File: config.mk
export PLATFORM = sky130hd
export DESIGN_NAME = fetch_sequencer
export DESIGN_NICKNAME = d
export VERILOG_FILES = /design/src/rtl/fetch_sequencer_pkg.sv /design/src/rtl/fetch_sequencer_cla64.sv /design/src/rtl/fetch_sequencer_fifo2.sv /design/src/rtl/fetch_sequencer.sv
export SDC_FILE = /design/constraint.sdc
export NUM_CORES = 1
export LEC_CHECK = 0
export ABC_CLOCK_PERIOD_IN_PS = 9500
export CAP_MARGIN = 20
export CORE_MARGIN = 5
export CORE_UTILIZATION = 51
export CTS_BUF_LIST = sky130_fd_sc_hd__clkbuf_4
export DETAILED_ROUTE_END_ITERATION = 16
export PLACE_DENSITY = 0.94
export SLEW_MARGIN = 10
export SYNTH_ARGS = -nofsm -noshare
export SYNTH_HDL_FRONTEND = slang
export SYNTH_SLANG_ARGS = --single-unit
export TNS_END_PERCENT = 100
File: constraint.sdc
create_clock -name clk -period 9.5 [get_ports clk]
set_clock_uncertainty 0.05 [all_clocks]
set_input_delay 1.9 -clock clk [delete_from_list [all_inputs] [get_ports clk]]
set_output_delay 1.9 -clock clk [all_outputs]
set_load 0.05 [all_outputs]
File: src/rtl/fetch_sequencer_pkg.sv
`default_nettype none
// ============================================================================
// Module  : fetch_sequencer_pkg
// Brief   : Shared widths, FSM state encodings and helpers for the IF stage.
// Revision: 1.0 - initial release
// ============================================================================
package fetch_sequencer_pkg;

  localparam int c_PC_W    = 64;
  localparam int c_INSTR_W = 32;

  // Sequencer states (2-bit encoding kept stable for legacy tooling)
  localparam logic [1:0] c_IDLE  = 2'd0;
  localparam logic [1:0] c_FETCH = 2'd1;
  localparam logic [1:0] c_HALT  = 2'd2;

  // A fetch target is legal only when it sits on a 4-byte boundary
  function automatic logic is_word_aligned(input logic [1:0] i_lsbs);
    return (i_lsbs == 2'b00);
  endfunction

endpackage
`default_nettype wire

File: src/rtl/fetch_sequencer_cla64.sv
`default_nettype none
// ============================================================================
// Module  : Cla64bit
// Brief   : 64-bit adder built from 4-bit carry-lookahead groups.
//           Carry-out is not exported; pc wrap is prevented upstream.
// Revision: 1.0 - initial release
// ============================================================================
module Cla64bit
  import fetch_sequencer_pkg::*;
(
  input  logic [c_PC_W-1:0] i_a,
  input  logic [c_PC_W-1:0] i_b,
  input  logic              i_cin,
  output logic [c_PC_W-1:0] o_sum
);

  logic [c_PC_W-1:0] w_g;
  logic [c_PC_W-1:0] w_p;
  logic [c_PC_W-1:0] w_c;

  assign w_g = i_a & i_b;
  assign w_p = i_a ^ i_b;

  // Lookahead inside each 4-bit group; group carries chain between groups
  always_comb begin : p_carry
    logic w_grp_c;
    w_grp_c = i_cin;
    w_c     = '0;
    for (int k = 0; k < c_PC_W / 4; k++) begin
      w_c[4*k]   = w_grp_c;
      w_c[4*k+1] = w_g[4*k] | (w_p[4*k] & w_grp_c);
      w_c[4*k+2] = w_g[4*k+1] | (w_p[4*k+1] & w_g[4*k])
                 | (w_p[4*k+1] & w_p[4*k] & w_grp_c);
      w_c[4*k+3] = w_g[4*k+2] | (w_p[4*k+2] & w_g[4*k+1])
                 | (w_p[4*k+2] & w_p[4*k+1] & w_g[4*k])
                 | (w_p[4*k+2] & w_p[4*k+1] & w_p[4*k] & w_grp_c);
      w_grp_c    = w_g[4*k+3] | (w_p[4*k+3] & w_g[4*k+2])
                 | (w_p[4*k+3] & w_p[4*k+2] & w_g[4*k+1])
                 | (w_p[4*k+3] & w_p[4*k+2] & w_p[4*k+1] & w_g[4*k])
                 | (w_p[4*k+3] & w_p[4*k+2] & w_p[4*k+1] & w_p[4*k] & w_grp_c);
    end
  end

  assign o_sum = w_p ^ w_c;

endmodule
`default_nettype wire

File: src/rtl/fetch_sequencer_fifo2.sv
`default_nettype none
// ============================================================================
// Module  : fetch_fifo2
// Brief   : Two-entry {pc, instr} queue with push, pop and flush.
//           Flush wins over push/pop in the same cycle.
// Revision: 1.0 - initial release
// ============================================================================
module fetch_fifo2
  import fetch_sequencer_pkg::*;
(
  input  logic                 clk,
  input  logic                 rst,
  input  logic                 i_push,
  input  logic                 i_pop,
  input  logic                 i_flush,
  input  logic [c_PC_W-1:0]    i_pc,
  input  logic [c_INSTR_W-1:0] i_instr,
  output logic [1:0]           o_count,
  output logic                 o_valid,
  output logic [c_PC_W-1:0]    o_pc,
  output logic [c_INSTR_W-1:0] o_instr
);

  logic [c_PC_W-1:0]    r_pc    [2];
  logic [c_INSTR_W-1:0] r_instr [2];
  logic                 r_head;
  logic [1:0]           r_count;
  logic                 w_tail;
  logic                 w_do_pop;

  // Tail = head + count (mod 2); with count==2 this is the slot a pop frees
  assign w_tail   = r_head ^ r_count[0];
  assign w_do_pop = i_pop && (r_count != 2'd0);

  // Occupancy and head pointer
  always_ff @(posedge clk or posedge rst) begin
    if (rst) begin
      r_count <= 2'd0;
      r_head  <= 1'b0;
    end else if (i_flush) begin
      r_count <= 2'd0;
      r_head  <= 1'b0;
    end else begin
      r_count <= r_count + {1'b0, i_push} - {1'b0, w_do_pop};
      r_head  <= r_head ^ w_do_pop;
    end
  end

  // Entry storage; contents are don't-care while the slot is empty
  always_ff @(posedge clk) begin
    if (i_push && !i_flush) begin
      r_pc[w_tail]    <= i_pc;
      r_instr[w_tail] <= i_instr;
    end
  end

  assign o_count = r_count;
  assign o_valid = (r_count != 2'd0);
  assign o_pc    = r_pc[r_head];
  assign o_instr = r_instr[r_head];

endmodule
`default_nettype wire

File: src/rtl/fetch_sequencer.sv
`default_nettype none
// ============================================================================
// Module  : fetch_sequencer
// Brief   : Drives the PC into combinational instruction memory, queues
//           fetched {pc, instr} pairs for decode, handles redirects, halt
//           words, out-of-range fetches and misaligned redirect targets.
// Revision: 1.0 - initial release
// ============================================================================
module fetch_sequencer
  import fetch_sequencer_pkg::*;
#(
  parameter logic [63:0] RESET_PC   = 64'd0,
  parameter int          IMEM_BYTES = 1024,
  parameter logic [31:0] HALT_WORD  = 32'h0000_0000
) (
  input  logic                 clk,
  input  logic                 reset,
  output logic [c_PC_W-1:0]    imem_pc,
  input  logic [c_INSTR_W-1:0] imem_instr,
  output logic                 if_valid,
  input  logic                 if_ready,
  output logic [c_PC_W-1:0]    if_pc,
  output logic [c_INSTR_W-1:0] if_instr,
  input  logic                 redirect_valid,
  input  logic [c_PC_W-1:0]    redirect_pc,
  output logic                 halted,
  output logic                 misalign_err,
  output logic                 oob_err
);

  localparam logic [c_PC_W-1:0] c_LAST_PC = 64'(IMEM_BYTES - 4);

  logic [1:0]        r_state;
  logic [c_PC_W-1:0] r_pc;
  logic              r_misalign;
  logic              r_oob;

  logic [1:0]        w_count;
  logic [c_PC_W-1:0] w_pc_plus4;
  logic              w_pop;
  logic              w_space;
  logic              w_redirect;
  logic              w_fetching;
  logic              w_oob;
  logic              w_halt_word;
  logic              w_push;

  // Handshake and push/stall decode; a redirect suppresses fetch that cycle
  assign w_pop       = if_valid && if_ready;
  assign w_space     = (w_count != 2'd2) || w_pop;
  assign w_redirect  = redirect_valid && (r_state != c_IDLE);
  assign w_fetching  = (r_state == c_FETCH) && !w_redirect;
  assign w_oob       = (r_pc > c_LAST_PC);
  assign w_halt_word = (imem_instr == HALT_WORD);
  assign w_push      = w_fetching && !w_oob && !w_halt_word && w_space;

  Cla64bit u_pc_adder (
    .i_a   (r_pc),
    .i_b   (64'd4),
    .i_cin (1'b0),
    .o_sum (w_pc_plus4)
  );

  fetch_fifo2 u_queue (
    .clk     (clk),
    .rst     (reset),
    .i_push  (w_push),
    .i_pop   (w_pop),
    .i_flush (w_redirect),
    .i_pc    (r_pc),
    .i_instr (imem_instr),
    .o_count (w_count),
    .o_valid (if_valid),
    .o_pc    (if_pc),
    .o_instr (if_instr)
  );

  // Sequencer FSM, pc register and sticky error flags
  always_ff @(posedge clk or posedge reset) begin
    if (reset) begin
      r_state    <= c_IDLE;
      r_pc       <= RESET_PC;
      r_misalign <= 1'b0;
      r_oob      <= 1'b0;
    end else if (w_redirect) begin
      r_pc <= redirect_pc;
      if (is_word_aligned(redirect_pc[1:0])) begin
        r_state <= c_FETCH;
      end else begin
        r_state    <= c_HALT;
        r_misalign <= 1'b1;
      end
    end else begin
      case (r_state)
        c_IDLE:  r_state <= c_FETCH;
        c_FETCH: begin
          if (w_oob) begin
            r_oob   <= 1'b1;
            r_state <= c_HALT;
          end else if (w_halt_word) begin
            r_state <= c_HALT;
          end else if (w_push) begin
            r_pc <= w_pc_plus4;
          end
        end
        c_HALT:  r_state <= c_HALT;
        default: r_state <= c_IDLE;
      endcase
    end
  end

  assign imem_pc      = r_pc;
  assign halted       = (r_state == c_HALT);
  assign misalign_err = r_misalign;
  assign oob_err      = r_oob;

endmodule
`default_nettype wire

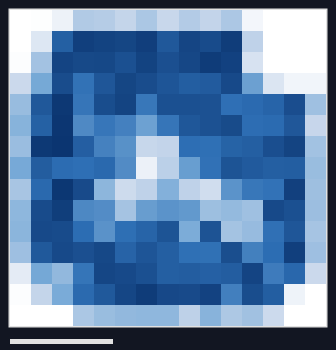
(run_1/density.png)
Bar = 50 um. The die is cut into 15 by 15 equal tiles; white is low, dark blue is high, 0 to 100% covered.
The mean over all tiles is 59%. The emptiest ninth of the die: north-east. The fullest tile reaches 98%. 45% of the tiles are over 75% full. 8.9% of the tiles are nearly empty.
FP Core Util: 51.8%
Core Util, Final: 70.5%
Core Region: 20300 um2

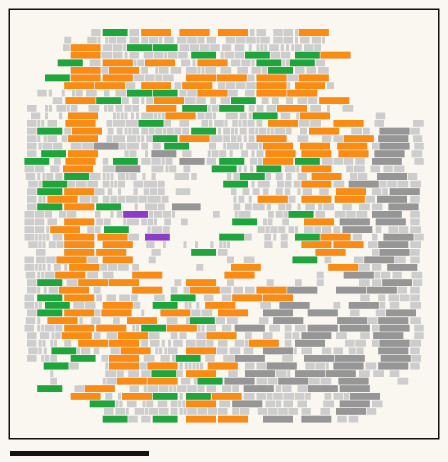
(run_1/registers.png)
Bar = 50 um.
Green shows imem_pc, placed flops 64. Orange shows u_queue.r_pc, placed flops 128. Purple shows u_queue.o_count, placed flops 2.
Another 69 sequential cells are not coloured.

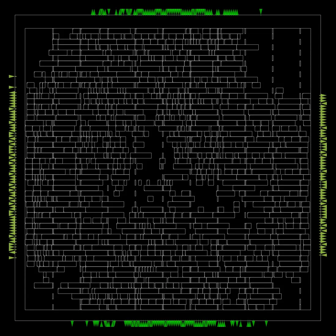
(run_1/final_placement.png)
Seq/total area: 52.7%
num rows: 52
# Taps: 270

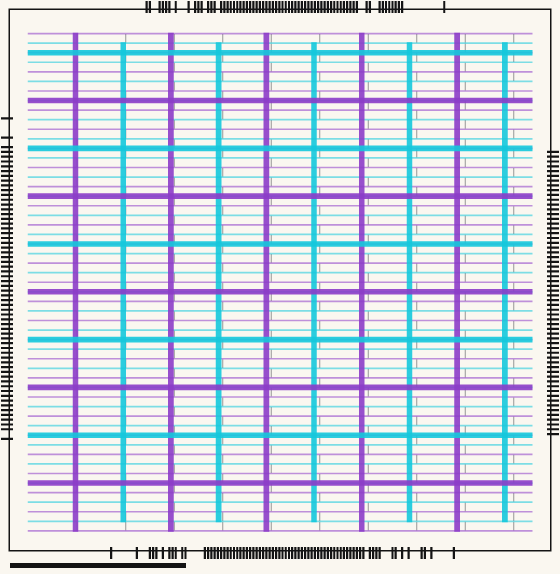
(run_1/pdn.png)
Bar = 50 um. Pins as bars on the die edge. Tap cells in grey.
Cyan shows VDD. Purple shows VSS.
53 met1 rails follow the rows. 270 tap cells. 10 straps on met4.
Die W: 154 um
peak supply drop: 0.203 mV
Die Span Y: 154 um

==> impl_metrics.toml, run 1 <==
# flow metrics
[routing]
wl_met1_um = 10300
drt-initial-drc-count = 480
vias_per_cell = 5.36
drt-wirelength-per-cell_um = 20.2

[final_layout]
comb_share_pct = 19.4
largest_class = "sequential cells"
stdcell_count = 1348
logic_area_um2 = 2780
clkCellAreaFrac_pct = 5.92
drive_gt1_share_pct = 21.0
seqCellArea_um2 = 7550
regMostFlops = "u_queue.r_pc"

[run_status]
status = "complete, no violations"

[hold_path]
hold_path_class = "reg -> reg"

[timing]
hold_slack_ps = 424
period_needed_ps = 5310
final.setup.tns_ps = 0
period_used_pct = 55.9

[global_routing]
grtUsageTotal_pct = 22.6
top_usage_layer = "met2"

[clock_network]
cts_hold_buf = 0
cts.htree.levels = 3
cts_inserted_buffers = 68
root_buffer = "clkbuf_4"

[power]
p_clk_share_pct = 24.6
p_clk_mw = 0.940
swShare_pct = 38.8

[synth]
synth_seq_share_pct = 71.7
ys_warn_count = 0
yosys.area.top_type_share_pct = 54.8
edf_count = 192
synthCells = 716

[run]
drv_cap = 0

[critical_path]
cp_cell_sequence = "buf_4 > mux2_2 > clkdlybuf4s50_1"
path_buffers = 2
run 1: kinds of logic after synthesis:
| logic type | after synthesis | share of synthesized area (%) |
|---|---|---|
| XOR/XNOR | 4 | 0.333 |
| adder cells (fa/ha/maj) | 16 | 1.90 |
| buffers and inverters | 54 | 2.03 |
| flip-flops | 263 | 71.7 |
| AND/OR/NAND/NOR | 226 | 9.76 |
| multiplexers | 98 | 10.5 |
| AND-OR/OR-AND | 55 | 3.77 |
run 1: cell usage in the layout (no fill, tap or decap), drive strengths merged, types with 8 or more instances in the layout:
cell type      instances
o21a                  16
nand2                127
edfxtp               192
nand4                 12
o31ai                 20
inv                   22
nor4                  23
ha                    16
buf                   10
clkdlybuf4s50        263
mux2                  96
clkinv                16
o211ai                 8
nor2                  34
clkbuf               104
dfrtp                 71
==> run 2: changes to the inputs <==
--- a/config.mk
+++ b/config.mk
@@ -5,13 +5,13 @@
 export SDC_FILE = /design/constraint.sdc
 export NUM_CORES = 1
 export LEC_CHECK = 0
-export ABC_CLOCK_PERIOD_IN_PS = 9500
+export ABC_CLOCK_PERIOD_IN_PS = 4600
 export CAP_MARGIN = 20
 export CORE_MARGIN = 5
-export CORE_UTILIZATION = 51
+export CORE_UTILIZATION = 46
 export CTS_BUF_LIST = sky130_fd_sc_hd__clkbuf_4
 export DETAILED_ROUTE_END_ITERATION = 16
-export PLACE_DENSITY = 0.94
+export PLACE_DENSITY = 0.9
 export SLEW_MARGIN = 10
 export SYNTH_ARGS = -nofsm -noshare
 export SYNTH_HDL_FRONTEND = slang
==> constraint.sdc (replaced) <==
create_clock -name clk -period 4.6 [get_ports clk]
set_clock_uncertainty 0.05 [all_clocks]
set_input_delay 0.92 -clock clk [delete_from_list [all_inputs] [get_ports clk]]
set_output_delay 0.92 -clock clk [all_outputs]
set_load 0.05 [all_outputs]
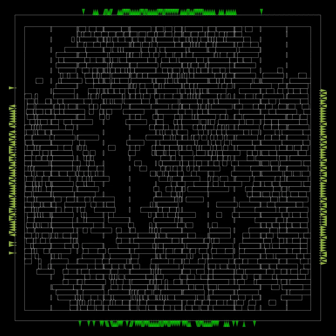
(run_2/final_placement.png)
FFs & Latches: 263
num rows: 55
# Taps: 285
Core Region: 22600 um2

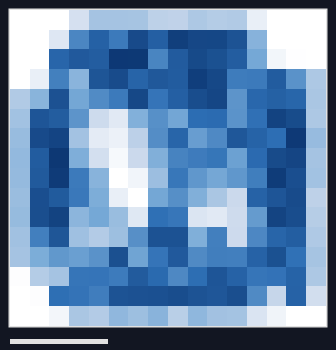
(run_2/density.png)
Bar = 50 um. The die is cut into 16 by 16 equal tiles; white is low, dark blue is high, 0 to 100% covered.
34% of the tiles are over 75% full. 9.8% of the tiles are nearly empty. The mean over all tiles is 54%. The fullest tile reaches 97%. The densest ninth of the die: north.

==> impl_metrics.toml, run 2 <==
# flow metrics
[routing]
drt-wirelength-per-cell_um = 20.0
dr.max_layer_used = "met5"
drc = 0
vias_per_cell = 5.26
wl_met1_um = 10400
wl_met2_um = 13500
drt-initial-drc-count = 510

[final_layout]
largest_class = "sequential cells"
sh_seq_area_pct = 52.2
clkCellAreaFrac_pct = 6.46
largest_reg_flops = 128
final_core_util_pct = 64.0
stdcell_count = 1364
logic_area_um2 = 2780
layout_top_cell = "clkdlybuf4s50_1"
lay_top_cells = "clkdlybuf4s50_1 (263), edfxtp_1 (192), nand2_1 (127)"
seqCellArea_um2 = 7550
regMostFlops = "u_queue.r_pc"
drive_gt1_share_pct = 21.1
comb_share_pct = 19.3
n_clock_buffer = 105

[synth]
simple_gate_area_share_pct = 9.76
synth-compound-area-share_pct = 3.77
synthXorXnorAreaFrac_pct = 0.333
ys_sh_mux_pct = 10.5
logic_family = "multiplexers"
synth_seq_share_pct = 71.7
synthCells = 716
edf_count = 192
adder_share_pct = 1.90
synth_area_um2 = 10500
ys_warn_count = 0
yosys.area.top_type_share_pct = 54.8

[clock_network]
cts_hold_buf = 0
cts_resized = 0
cts_tree = "done"
root_buffer = "clkbuf_4"
clk_pin_slew_worst_paths_ps = 60
cts.htree.levels = 3
cts_buffer_depth = 3
cts_inserted_buffers = 68

[run]
drv_cap = 0

[timing]
period_needed_ps = 3910
period_used_pct = 85.0
final.setup.tns_ps = 0
hold_slack_ps = 440
slew_headroom_pct = 39.4
finalHoldViolCount = 0
drv_slew = 0

[floorplanning]
dieHeight_um = 161
die_w_um = 161
fp_util_pct = 46.6

[power]
p_clk_mw = 2.13
peakVddDrop_mv = 0.456
p_clk_share_pct = 26.4
swShare_pct = 37.9

[critical_path]
cp_cell_sequence = "buf_12 > mux2_2 > clkdlybuf4s50_1"
worst_r2r_path_depth = 6
path_buffers = 2
cp.arrival_ps = 2940
critical-path-top-delay-family = "buffers and inverters"

[global_routing]
top_usage_layer = "met2"
grt_overflow = 0
grtUsageTotal_pct = 20.5
grtUsageMet2_pct = 34.4

[placement]
numPlacedInstances = 1241

[hold_path]
hold_path_class = "reg -> reg"

[run_status]
status = "complete, no violations"
-- run 2: cell counts after synthesis --
Identical to the previous run, type by type.
-- run 2: worst max path at each step --
stage,end,startpoint,cells past startpoint,slack (ps)
final,if_pc[17],u_queue.r_head,3,690
after detailed placement,u_queue.o_count[1],imem_instr[16],11,880
after global placement,u_queue.o_count[1],imem_instr[16],11,950
after global routing,if_pc[14],u_queue.r_head,3,530
after CTS,if_pc[2],u_queue.r_head,3,560
after floorplan,u_queue.r_instr[1][0],imem_pc[36],6,-510
-- run 2: cell families after synthesis --
logic type               Yosys count
buffers and inverters             54
flip-flops                       263
XOR/XNOR                           4
AND-OR/OR-AND                     55
adder cells (fa/ha/maj)           16
AND/OR/NAND/NOR                  226
multiplexers                      98
